run_1/m1.png
Bar = 20 um.
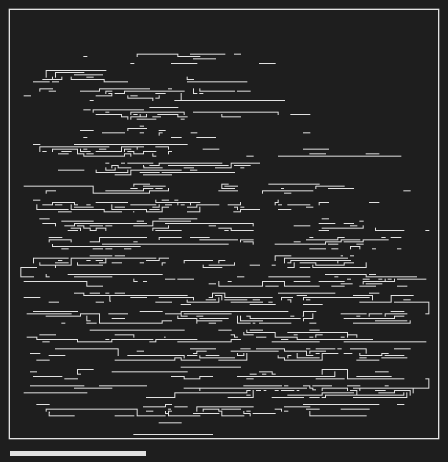
run_1/congestion_map.png
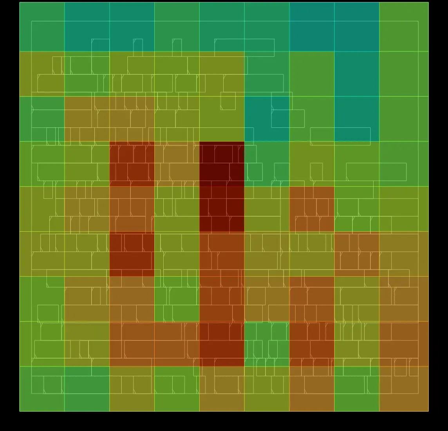
run_1/m2.png
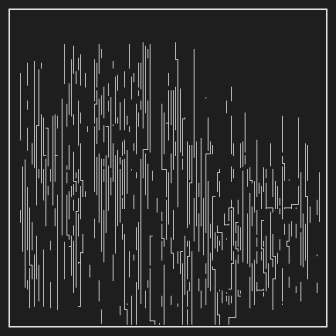
run_1/route_heat.png
Bar = 20 um. The die is cut into 13 by 13 equal tiles; black is low, pale yellow is high, scaled to the fullest tile. Values are wire area over tile area, all layers added.
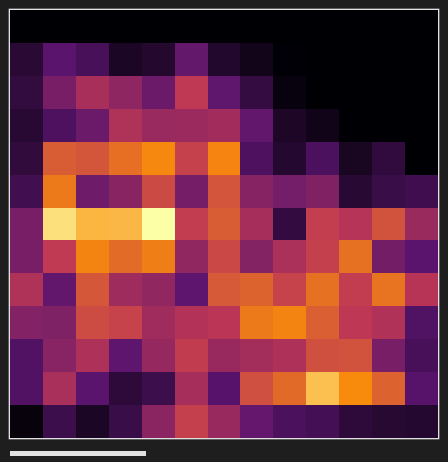
## src/rtl/smpl_rate_gen_if.sv

```systemverilog
// smpl_rate_gen_if: control/status bundle between the capture controller
// (master) and the sample-rate generator (slave).
interface smpl_rate_gen_if;
    logic [1:0]  i_smpl_clk_sel;
    logic        i_run;
    logic        o_smpl_en;
    logic        o_smpl_clk;
    logic [1:0]  o_sel_active;
    logic        o_rate_chg;
    logic [15:0] o_smpl_cnt;

    modport master (
        output i_smpl_clk_sel,
        output i_run,
        input  o_smpl_en,
        input  o_smpl_clk,
        input  o_sel_active,
        input  o_rate_chg,
        input  o_smpl_cnt
    );

    modport slave (
        input  i_smpl_clk_sel,
        input  i_run,
        output o_smpl_en,
        output o_smpl_clk,
        output o_sel_active,
        output o_rate_chg,
        output o_smpl_cnt
    );
endinterface

```

## src/rtl/smpl_rate_gen.sv

```systemverilog
// smpl_rate_gen: programmable sample-strobe divider with glitch-free rate switching.
// Optional square-wave sample clock output built only when SMPL_CLK_OUT_EN is defined;
// otherwise o_smpl_clk is tied low.
module smpl_rate_gen #(
    parameter int unsigned CNT_W = 16,
    parameter int unsigned DIV0  = 2,
    parameter int unsigned DIV1  = 10,
    parameter int unsigned DIV2  = 100,
    parameter int unsigned DIV3  = 1000
) (
    input  logic           clk,
    input  logic           i_reset,
    smpl_rate_gen_if.slave bus
);

    // One extra bit so a divider of exactly 2^CNT_W is representable.
    localparam logic [CNT_W:0] Div0W = (CNT_W+1)'(DIV0);
    localparam logic [CNT_W:0] Div1W = (CNT_W+1)'(DIV1);
    localparam logic [CNT_W:0] Div2W = (CNT_W+1)'(DIV2);
    localparam logic [CNT_W:0] Div3W = (CNT_W+1)'(DIV3);
    localparam logic [CNT_W:0] OneW  = (CNT_W+1)'(1);

    logic [CNT_W-1:0] cnt_q, cnt_d;
    logic             en_q, en_d;
    logic [15:0]      scnt_q, scnt_d;
    logic [1:0]       sel_q, sel_d;
    logic             chg_q, chg_d;
    logic [CNT_W:0]   div_act;
    logic             term;
    logic             sel_diff;

    // Divider applied for the currently active selection.
    always_comb begin
        div_act = Div0W;
        unique case (sel_q)
            2'b00:   div_act = Div0W;
            2'b01:   div_act = Div1W;
            2'b10:   div_act = Div2W;
            default: div_act = Div3W;
        endcase
    end

    assign term     = ({1'b0, cnt_q} == (div_act - OneW));
    // The pending request is the live selector input: whatever it holds at the
    // applying edge wins, so intermediate values are discarded for free.
    assign sel_diff = (bus.i_smpl_clk_sel != sel_q);

`ifdef SMPL_CLK_OUT_EN
    logic sclk_q, sclk_d;
`endif

    // Next-state: idle clears the divider, running counts and strobes on terminal count.
    always_comb begin
        cnt_d  = cnt_q;
        en_d   = 1'b0;
        scnt_d = scnt_q;
        sel_d  = sel_q;
        chg_d  = 1'b0;
`ifdef SMPL_CLK_OUT_EN
        sclk_d = sclk_q;
`endif
        if (!bus.i_run) begin
            cnt_d  = '0;
            scnt_d = '0;
`ifdef SMPL_CLK_OUT_EN
            sclk_d = 1'b0;
`endif
            if (sel_diff) begin
                sel_d = bus.i_smpl_clk_sel;
                chg_d = 1'b1;
            end
        end else if (term) begin
            cnt_d  = '0;
            en_d   = 1'b1;
            scnt_d = scnt_q + 16'd1;
`ifdef SMPL_CLK_OUT_EN
            sclk_d = ~sclk_q;
`endif
            // Rate switches only at a period boundary so no period is truncated.
            if (sel_diff) begin
                sel_d = bus.i_smpl_clk_sel;
                chg_d = 1'b1;
            end
        end else begin
            cnt_d = cnt_q + 1'b1;
        end
    end

    // State registers with asynchronous active-low reset.
    always_ff @(posedge clk or negedge i_reset) begin
        if (!i_reset) begin
            cnt_q  <= '0;
            en_q   <= 1'b0;
            scnt_q <= '0;
            sel_q  <= 2'b00;
            chg_q  <= 1'b0;
        end else begin
            cnt_q  <= cnt_d;
            en_q   <= en_d;
            scnt_q <= scnt_d;
            sel_q  <= sel_d;
            chg_q  <= chg_d;
        end
    end

`ifdef SMPL_CLK_OUT_EN
    // Sample-clock toggle register, flips on every strobe.
    always_ff @(posedge clk or negedge i_reset) begin
        if (!i_reset) begin
            sclk_q <= 1'b0;
        end else begin
            sclk_q <= sclk_d;
        end
    end

    assign bus.o_smpl_clk = sclk_q;
`else
    assign bus.o_smpl_clk = 1'b0;
`endif

    assign bus.o_smpl_en    = en_q;
    assign bus.o_smpl_cnt   = scnt_q;
    assign bus.o_sel_active = sel_q;
    assign bus.o_rate_chg   = chg_q;

endmodule
```

## src/flat_wrapper.sv

```systemverilog
// flat-port wrapper written by rule: the top's interface ports become plain ports
module smpl_rate_gen_flat 
#(
    parameter int unsigned CNT_W = 16,
    parameter int unsigned DIV0  = 2,
    parameter int unsigned DIV1  = 10,
    parameter int unsigned DIV2  = 100,
    parameter int unsigned DIV3  = 1000
)
  (clk, i_reset, bus_i_smpl_clk_sel, bus_i_run, bus_o_smpl_en, bus_o_smpl_clk, bus_o_sel_active, bus_o_rate_chg, bus_o_smpl_cnt);
  smpl_rate_gen_if bus_i ();
  input  logic clk;
  input  logic i_reset;
  input wire logic [$bits(bus_i.i_smpl_clk_sel)-1:0] bus_i_smpl_clk_sel;
  input wire logic [$bits(bus_i.i_run)-1:0] bus_i_run;
  output wire logic [$bits(bus_i.o_smpl_en)-1:0] bus_o_smpl_en;
  output wire logic [$bits(bus_i.o_smpl_clk)-1:0] bus_o_smpl_clk;
  output wire logic [$bits(bus_i.o_sel_active)-1:0] bus_o_sel_active;
  output wire logic [$bits(bus_i.o_rate_chg)-1:0] bus_o_rate_chg;
  output wire logic [$bits(bus_i.o_smpl_cnt)-1:0] bus_o_smpl_cnt;
  assign bus_i.i_smpl_clk_sel = bus_i_smpl_clk_sel;
  assign bus_i.i_run = bus_i_run;
  assign bus_o_smpl_en = bus_i.o_smpl_en;
  assign bus_o_smpl_clk = bus_i.o_smpl_clk;
  assign bus_o_sel_active = bus_i.o_sel_active;
  assign bus_o_rate_chg = bus_i.o_rate_chg;
  assign bus_o_smpl_cnt = bus_i.o_smpl_cnt;
  smpl_rate_gen #(.CNT_W(CNT_W), .DIV0(DIV0), .DIV1(DIV1), .DIV2(DIV2), .DIV3(DIV3)) u_core (.clk(clk), .i_reset(i_reset), .bus(bus_i));
endmodule
```

## config.mk

```make
export PLATFORM = sky130hd
export DESIGN_NAME = smpl_rate_gen_flat
export DESIGN_NICKNAME = d
export VERILOG_FILES = /design/src/rtl/smpl_rate_gen_if.sv /design/src/rtl/smpl_rate_gen.sv /design/src/flat_wrapper.sv
export SDC_FILE = /design/constraint.sdc
export NUM_CORES = 1
export LEC_CHECK = 0
export CORE_MARGIN = 1.5
export CORE_UTILIZATION = 52
export CTS_BUF_LIST = sky130_fd_sc_hd__clkbuf_8
export CTS_CLUSTER_DIAMETER = 200
export DETAILED_ROUTE_END_ITERATION = 7
export DONT_BUFFER_PORTS = 1
export GPL_ROUTABILITY_DRIVEN = 0
export PLACE_DENSITY = 0.82
export SYNTH_ARGS = -nofsm -noshare
export SYNTH_HDL_FRONTEND = slang
export SYNTH_SLANG_ARGS = --single-unit
```

## constraint.sdc

```tcl
create_clock -name clk -period 2 [get_ports clk]
set_input_delay 0.2 -clock clk [delete_from_list [all_inputs] [get_ports clk]]
set_output_delay 0.2 -clock clk [all_outputs]
set_load 0.005 [all_outputs]
```

==> run summary, run 1 <==
fmax: 0.4963 GHz
vias in the first global route: 1526
outcome: finished with violations
post-synthesis cell area: 0.001856 mm2
vias: 1485
Sink Count: 36
grt total ovfl: 0
cell count of the worst hold path: 1
Pre-Repair DR Iteration Count: 4
Hold EP: u_core.bus.o_rate_chg
failing checks: setup timing
Root Driver: clkbuf_8
FF-to-FF path depth: 6
post-synth top area share: 0.4855
Final WS setup: -0.01509 ns
Synth Instances: 188
r2r endpoint: u_core.bus.o_smpl_cnt[10]
first-pass GRT wire length: 7431 um
Pleak: 0.9183 nW
Worst Skew: 0.005954 ns
n_diodes: 0
num rows: 21
CTS H-tree lvls: 2
final setup fails: 4
number of enable flip-flop cells: 0
Notes on m1.png above:
nets with wire on the layer = 201
main direction = horizontal
longest straight run = 18.4 um
share of all routed wire = 44%

Notes on congestion_map.png above:
met2 Use GR: 0.4046
fin util: 0.6585
met3 usage: 0.08108
Total GRT Usage: 0.2449
routed len/inst: 16.12 um

Notes on m2.png above:
longest straight run = 29.2 um
nets with wire on the layer = 185
main direction = vertical

Notes on route_heat.png above:
fullest tile = 0.50
nearly empty tiles = 15%
tiles over half the peak = 28%
emptiest ninth of the die = top right
densest ninth of the die = left middle
mean over tiles = 0.17

run 1: Yosys cell counts, types with 2 or more instances:
master / n
and4_1: 2
o21a_1: 2
xor2_1: 12
xnor2_1: 7
nor2_1: 25
ha_1: 2
a21oi_1: 10
and2_1: 3
nor4_1: 2
clkbuf_1: 2
buf_2: 3
nand3_1: 12
mux2_2: 2
nand2_1: 14
dfrtp_1: 36
mux2i_1: 3
or3_1: 5
o31ai_1: 5
nand4_1: 10
o21ai_0: 5
nor3_1: 3
or4_1: 6
inv_1: 4
run 1: what timing repair did:
action,4_1_cts,5_1_grt
gates resized,7,10
hold buffers,2,0
gates cloned,0,0
pin swaps,11,9
endpoints found under the hold margin,36,0
buffers inserted,1,0
endpoints found under the setup margin,9,26
run 1: where the power goes:
| part | switching, W | internal (W) | total (W) |
|---|---|---|---|
| Sequential | 0.0000173 | 0.000742 | 0.000759 |
| Clock | 0.000276 | 0.000246 | 0.000523 |
| Combinational | 0.0000835 | 0.0000711 | 0.000155 |
run 1: flip-flops by register name, indices dropped and copies added, names as in the netlist:
| name | cells |
|---|---|
| u_core.bus.o_sel_active | 2 |
| u_core.bus.o_smpl_cnt | 16 |
| u_core.cnt_q | 16 |
| u_core.bus.o_smpl_en | 1 |
| u_core.bus.o_rate_chg | 1 |
run 1: layer usage:
metal | wire, um | up-vias | track usage | share of wire
met5 | 0 | - | 0 | 0
met4 | 52 | 0 | 0.07500 | 0.013
met3 | 209 | 5 | 0.08108 | 0.050
met2 | 2072 | 46 | 0.4046 | 0.50
met1 | 1808 | 711 | 0.3056 | 0.44
li1 | - | 723 | - | -
run 1: placed cells by master (no fill, tap or decap), drive strengths merged:
master       instances
and2                 3
nor2                25
mux2i                4
clkinv               1
and4b                1
o21a                 2
a22oi                1
nor3                 3
mux2                 2
or4                  7
o22ai                1
nand2b               1
xnor2                7
clkbuf               5
nand4               11
ha                   2
clkinvlp             2
nand2               14
dlygate4sd3          1
a21oi               10
and4                 3
dfrtp               36
o31ai                5
and3                 2
nor4                 2
conb                 1
o21ai                5
xor2                12
inv                  4
buf                 20
nand3               13
or3                  5
run 1: cell type report:
cell class,count,area share
Clock buffer,5,0.03083
Clock inverter,3,0.01065
Inverter,4,0.006726
Multi-Input combinational cell,142,0.4400
Sequential cell,36,0.4036
Tap cell,46,0.02578
Timing Repair Buffer,21,0.08240
run 1: cells by family after synthesis:
group | Yosys count | share of synthesized area
compound gates | 24 | 0.07957
xor+xnor | 19 | 0.08968
fa+ha+maj | 2 | 0.01348
buf+inv | 10 | 0.02427
flops | 36 | 0.4855
mux | 6 | 0.04046
other cells | 1 | 0.002021
simple gates | 90 | 0.2650
run 1: per-stage QoR:
stage | setup WS (ns) | total power (W) | hold WS (ns) | instances
2_1_floorplan | 0.02125 | 0.0008480 | -0.09559 | 188
3_5_place_dp | -0.09221 | 0.0008870 | -0.09486 | 246
6_report | -0.01509 | 0.001437 | 0.008041 | 257
3_3_place_gp | -0.02749 | 0.0008813 | -0.09495 | 246
5_1_grt | -0.1163 | 0.001495 | 0.002656 | 257
4_1_cts | -0.01295 | 0.001446 | 0.0003880 | 257
run_1/util_map.png
Bar = 20 um. The die is cut into 6 by 6 equal tiles; black is low, pale yellow is high, 0 to 100% covered.
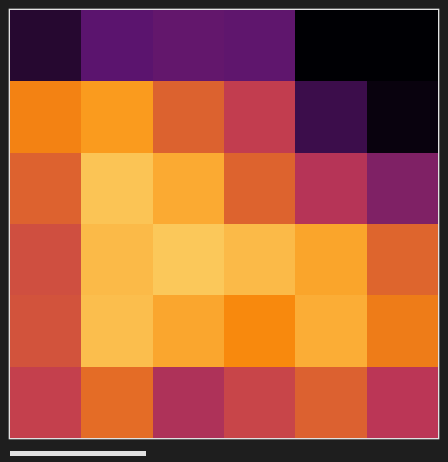

==> run 2: changes to the inputs <==
--- a/config.mk
+++ b/config.mk
@@ -12,7 +12,7 @@
 export DETAILED_ROUTE_END_ITERATION = 7
 export DONT_BUFFER_PORTS = 1
 export GPL_ROUTABILITY_DRIVEN = 0
-export PLACE_DENSITY = 0.82
+export PLACE_DENSITY = 0.67
 export SYNTH_ARGS = -nofsm -noshare
 export SYNTH_HDL_FRONTEND = slang
 export SYNTH_SLANG_ARGS = --single-unit
==> constraint.sdc (replaced) <==
create_clock -name clk -period 1.9 [get_ports clk]
set_input_delay 0.19 -clock clk [delete_from_list [all_inputs] [get_ports clk]]
set_output_delay 0.19 -clock clk [all_outputs]
set_load 0.005 [all_outputs]
run_2/util_map.png
Bar = 20 um. The die is cut into 6 by 6 equal tiles; black is low, pale yellow is high, 0 to 100% covered.
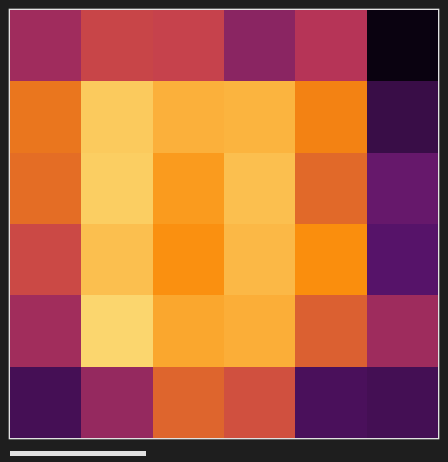
mean over tiles = 58%
tiles over 75% full = 36%
densest ninth of the die = middle
fullest tile = 91%

==> run summary, run 2 <==
Clock Power Share: 0.362 (-0.002)
internal power: 0.001163 W (+9.7%)
failing checks: setup timing
Pre-Repair DR Iteration Count: 4 (unchanged)
routed len/inst: 16.05 um (-0.40%)
sequential power share: 0.519 (-0.010)
aoi share: 0.07957 (unchanged)
total power: 0.001535 W (+6.9%)
adder-cell area share of the yosys netlist: 0.01349 (unchanged)
Worst Skew: 0.005331 ns (-0.0006226 ns)
Root Driver: clkbuf_8
outcome: finished with violations
Final WS setup: -0.1165 ns (-0.1014 ns)
final setup fails: 13 (+9)
area fraction in mux cells: 0.04046 (unchanged)
post-synthesis cell area: 0.001856 mm2 (unchanged)
grt total ovfl: 0 (unchanged)
Pleak: 1.003 nW (+9.2%)
Net Switching: 0.0003728 W (-1.2%)
placed cells: 247 (+0.41%)
Fin Hold WS: 0.01846 ns (+0.01042 ns)
Simple-Gate Area Share: 0.2650 (unchanged)
run 2: per-stage QoR:
stage / utilization / setup WS, ns
floorplan: - / -0.02959
global placement: 0.5999 / -0.1114
detailed placement: 0.5999 / -0.1852
CTS: 0.6667 / -0.1056
global route: 0.6888 / -0.1631
finish: 0.6888 / -0.1165
run 2: per-layer routing:
layer	track usage	up-vias
met5	0	-
met4	0.1250	0
met3	0.06126	5
met2	0.3333	56
met1	0.3060	770
li1	-	742
run 2: layout make-up:
cell class	instances	area, um2
well taps	46	57.56
repair buffers	30	289.0
inverters	4	15.01
clock inverters	2	10.01
fillers	244	1055
clock buffers	6	82.58
multi-input cells	142	979.7
flip-flops and latches	36	900.9
run 2: logic make-up after synthesis:
family	Yosys count
AND/OR/NAND/NOR	90
buffers and inverters	10
multiplexers	6
flip-flops	36
other	1
adder cells (fa/ha/maj)	2
XOR/XNOR	19
AND-OR/OR-AND	24
run 2: worst register-to-register path, cell delays in order (launching register included):
cell,delay [ns]
dfrtp_1,0.38
or4_4,0.54
mux2i_4,0.20
buf_6,0.14
nand4_4,0.12
or4_4,0.44
a21oi_2,0.13
run 2: power by group through the flow:
stage	logic (W)	registers [W]	clock network [W]
detailed placement	0.000118	0.000811	0
global placement	0.000117	0.000810	0
floorplan	0.0000832	0.000812	0
finish	0.000183	0.000797	0.000556
CTS	0.000164	0.000796	0.000574
global route	0.000200	0.000798	0.000606
run 2: repair_timing:
action	4_1_cts	5_1_grt
setup buffers	6	0
endpoints found under the setup margin	15	31
endpoints found under the hold margin	37	0
gates resized	10	10
pin swaps	7	3
hold buffers	3	0
cloned	1	1
run 2: final timing paths:
check                           startpoint  slack, ns                   endpoint  cells past startpoint
max reg2reg                u_core.cnt_q[9]      -0.12  u_core.bus.o_smpl_cnt[10]                      6
max                        u_core.cnt_q[9]      -0.12  u_core.bus.o_smpl_cnt[10]                      6
min reg2reg                u_core.cnt_q[0]       0.51            u_core.cnt_q[0]                      1
max in group asynchronous          i_reset       1.37   u_core.bus.o_smpl_cnt[3]                      2
min                              bus_i_run       0.02   u_core.bus.o_smpl_cnt[3]                      1
min in group asynchronous          i_reset       0.34  u_core.bus.o_smpl_cnt[14]                      2
run_2/m2.png
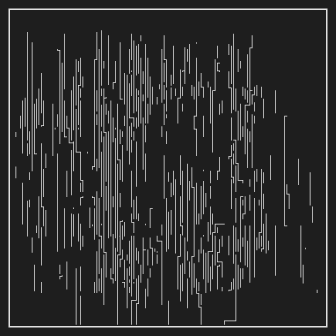

==> run 3: changes to the inputs <==
--- a/config.mk
+++ b/config.mk
@@ -5,7 +5,6 @@
 export SDC_FILE = /design/constraint.sdc
 export NUM_CORES = 1
 export LEC_CHECK = 0
-export CORE_MARGIN = 1.5
 export CORE_UTILIZATION = 52
 export CTS_BUF_LIST = sky130_fd_sc_hd__clkbuf_8
 export CTS_CLUSTER_DIAMETER = 200
run_3/m2.png
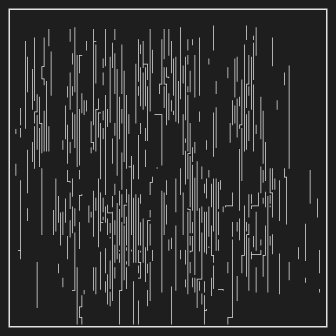
wire length on this layer = 2000 um
nets with wire on the layer = 192
main direction = vertical
longest straight run = 21.8 um
share of all routed wire = 47%

==> run summary, run 3 <==
cell count of the worst hold path: 2 (+1)
Port Buffers: 0
Worst Skew: 0.005910 ns (+0.0005787 ns)
Reg2Reg Setup Slack: -0.12 ns (about the same)
failing checks: setup timing
Pleak: 0.9893 nW (-1.4%)
post-synthesis cell area: 0.001856 mm2 (unchanged)
Final WS setup: -0.1238 ns (-0.007351 ns)
outcome: finished with violations
Root Driver: clkbuf_8
Register Area: 900.9 um2 (unchanged)
Logic area: 991.0 um2 (+1.1%)
RR Startpoint: u_core.cnt_q[9]
r2r endpoint: u_core.bus.o_smpl_cnt[14]
routed len/inst: 16.17 um (+0.73%)
Hold EP: u_core.bus.o_smpl_cnt[9]
Fill cells: 260 (+6.6%)
Worst Max-Slew Pin Slew: 0.5273 ns
Post-synth ARST share: 1.000
placed cells: 247 (unchanged)
fin crit share: 1.065
Iteration-0 DRC Markers: 80
grt total ovfl: 0 (unchanged)
number of I/O pins: 26
FF-to-FF path depth: 6 (unchanged)
Min-Delay Startpoint: bus_i_run
Pre-Repair DR Iteration Count: 4 (unchanged)
TritonCTS Buffers: 5
CP arrival: 2.25 ns
final setup fails: 12 (-1)
==> run 3: cell count changes in the layout (fill, tap and decap cells not counted), moves of 2 or more <==
cell,change
o31ai_2,-2
or4_4,+2
or4_1,-2
o31ai_1,+2
==> run 3: cell type report <==
class	instances	share of cell area
multi-input combinational	142	0.4281
clock inverter	2	0.004324
inverter	4	0.006486
sequential	36	0.3892
tap	46	0.02486
timing repair buffer	28	0.1114
clock buffer	6	0.03568
==> run 3: worst max-delay path by stage <==
stage | start | to | slack, ns | cells past startpoint
5_1_grt | u_core.cnt_q[9] | u_core.bus.o_smpl_cnt[14] | -0.20 | 6
3_3_place_gp | u_core.cnt_q[7] | u_core.bus.o_smpl_cnt[4] | -0.11 | 6
3_5_place_dp | u_core.cnt_q[7] | u_core.bus.o_smpl_cnt[4] | -0.19 | 6
4_1_cts | u_core.cnt_q[9] | u_core.bus.o_smpl_cnt[14] | -0.11 | 6
6_report | u_core.cnt_q[9] | u_core.bus.o_smpl_cnt[14] | -0.12 | 6
2_1_floorplan | u_core.cnt_q[9] | u_core.bus.o_sel_active[0] | -0.03 | 6
==> run 3: logic make-up (layout without fill, tap and decap cells) <==
family | Yosys count | count (layout) | synth area share
AND/OR/NAND/NOR | 90 | 90 | 0.2650
flip-flops | 36 | 36 | 0.4855
AND-OR/OR-AND | 24 | 24 | 0.07957
XOR/XNOR | 19 | 19 | 0.08968
buffers and inverters | 10 | 40 | 0.02427
multiplexers | 6 | 6 | 0.04046
adder cells (fa/ha/maj) | 2 | 2 | 0.01348
other | 1 | 1 | 0.002021
==> run 3: per-stage QoR <==
| step | power (W) | TNS (ns) | worst slack [ns] | util | hold slack (ns) |
|---|---|---|---|---|---|
| after detailed placement | 0.0009313 | -1.588 | -0.1922 | 0.5999 | -0.1049 |
| after floorplan | 0.0008950 | -0.08171 | -0.02959 | - | -0.1056 |
| after global placement | 0.0009275 | -0.8124 | -0.1118 | 0.5999 | -0.1048 |
| final | 0.001549 | -0.6468 | -0.1238 | 0.6829 | 0.02294 |
| after global routing | 0.001611 | -1.517 | -0.1975 | 0.6829 | 0.02319 |
| after CTS | 0.001554 | -0.4524 | -0.1104 | 0.6641 | -0.006535 |
==> run 3: layer usage <==
metal | wire, um | GRT usage
met5 | 0 | 0
met4 | 65 | 0.1365
met3 | 289 | 0.06004
met2 | 1998 | 0.3671
met1 | 1915 | 0.3467
==> run 3: report_power, final <==
group	leakage [nW]	switching, W	internal, W	total [W]
Clock	0.0510	0.000283	0.000289	0.000572
Combinational	0.444	0.0000913	0.0000894	0.000181
Sequential	0.494	0.0000151	0.000781	0.000797
==> run 3: repair_timing <==
action,in CTS,in global routing
resized,13,11
pin swaps,6,3
endpoints found under the setup margin,16,31
setup buffers,4,1
cloned,1,0
endpoints found under the hold margin,38,2
hold buffers,2,1
==> run 3: critical path, cell delays in order, from the launching register on <==
cell and delay, ns:
dfrtp_1 0.38, or4_4 0.54, mux2i_4 0.21, buf_6 0.14, nand4_4 0.11, or4_4 0.45
a21oi_2 0.14
No activity file was given, so power comes from the tool's default toggle rates.
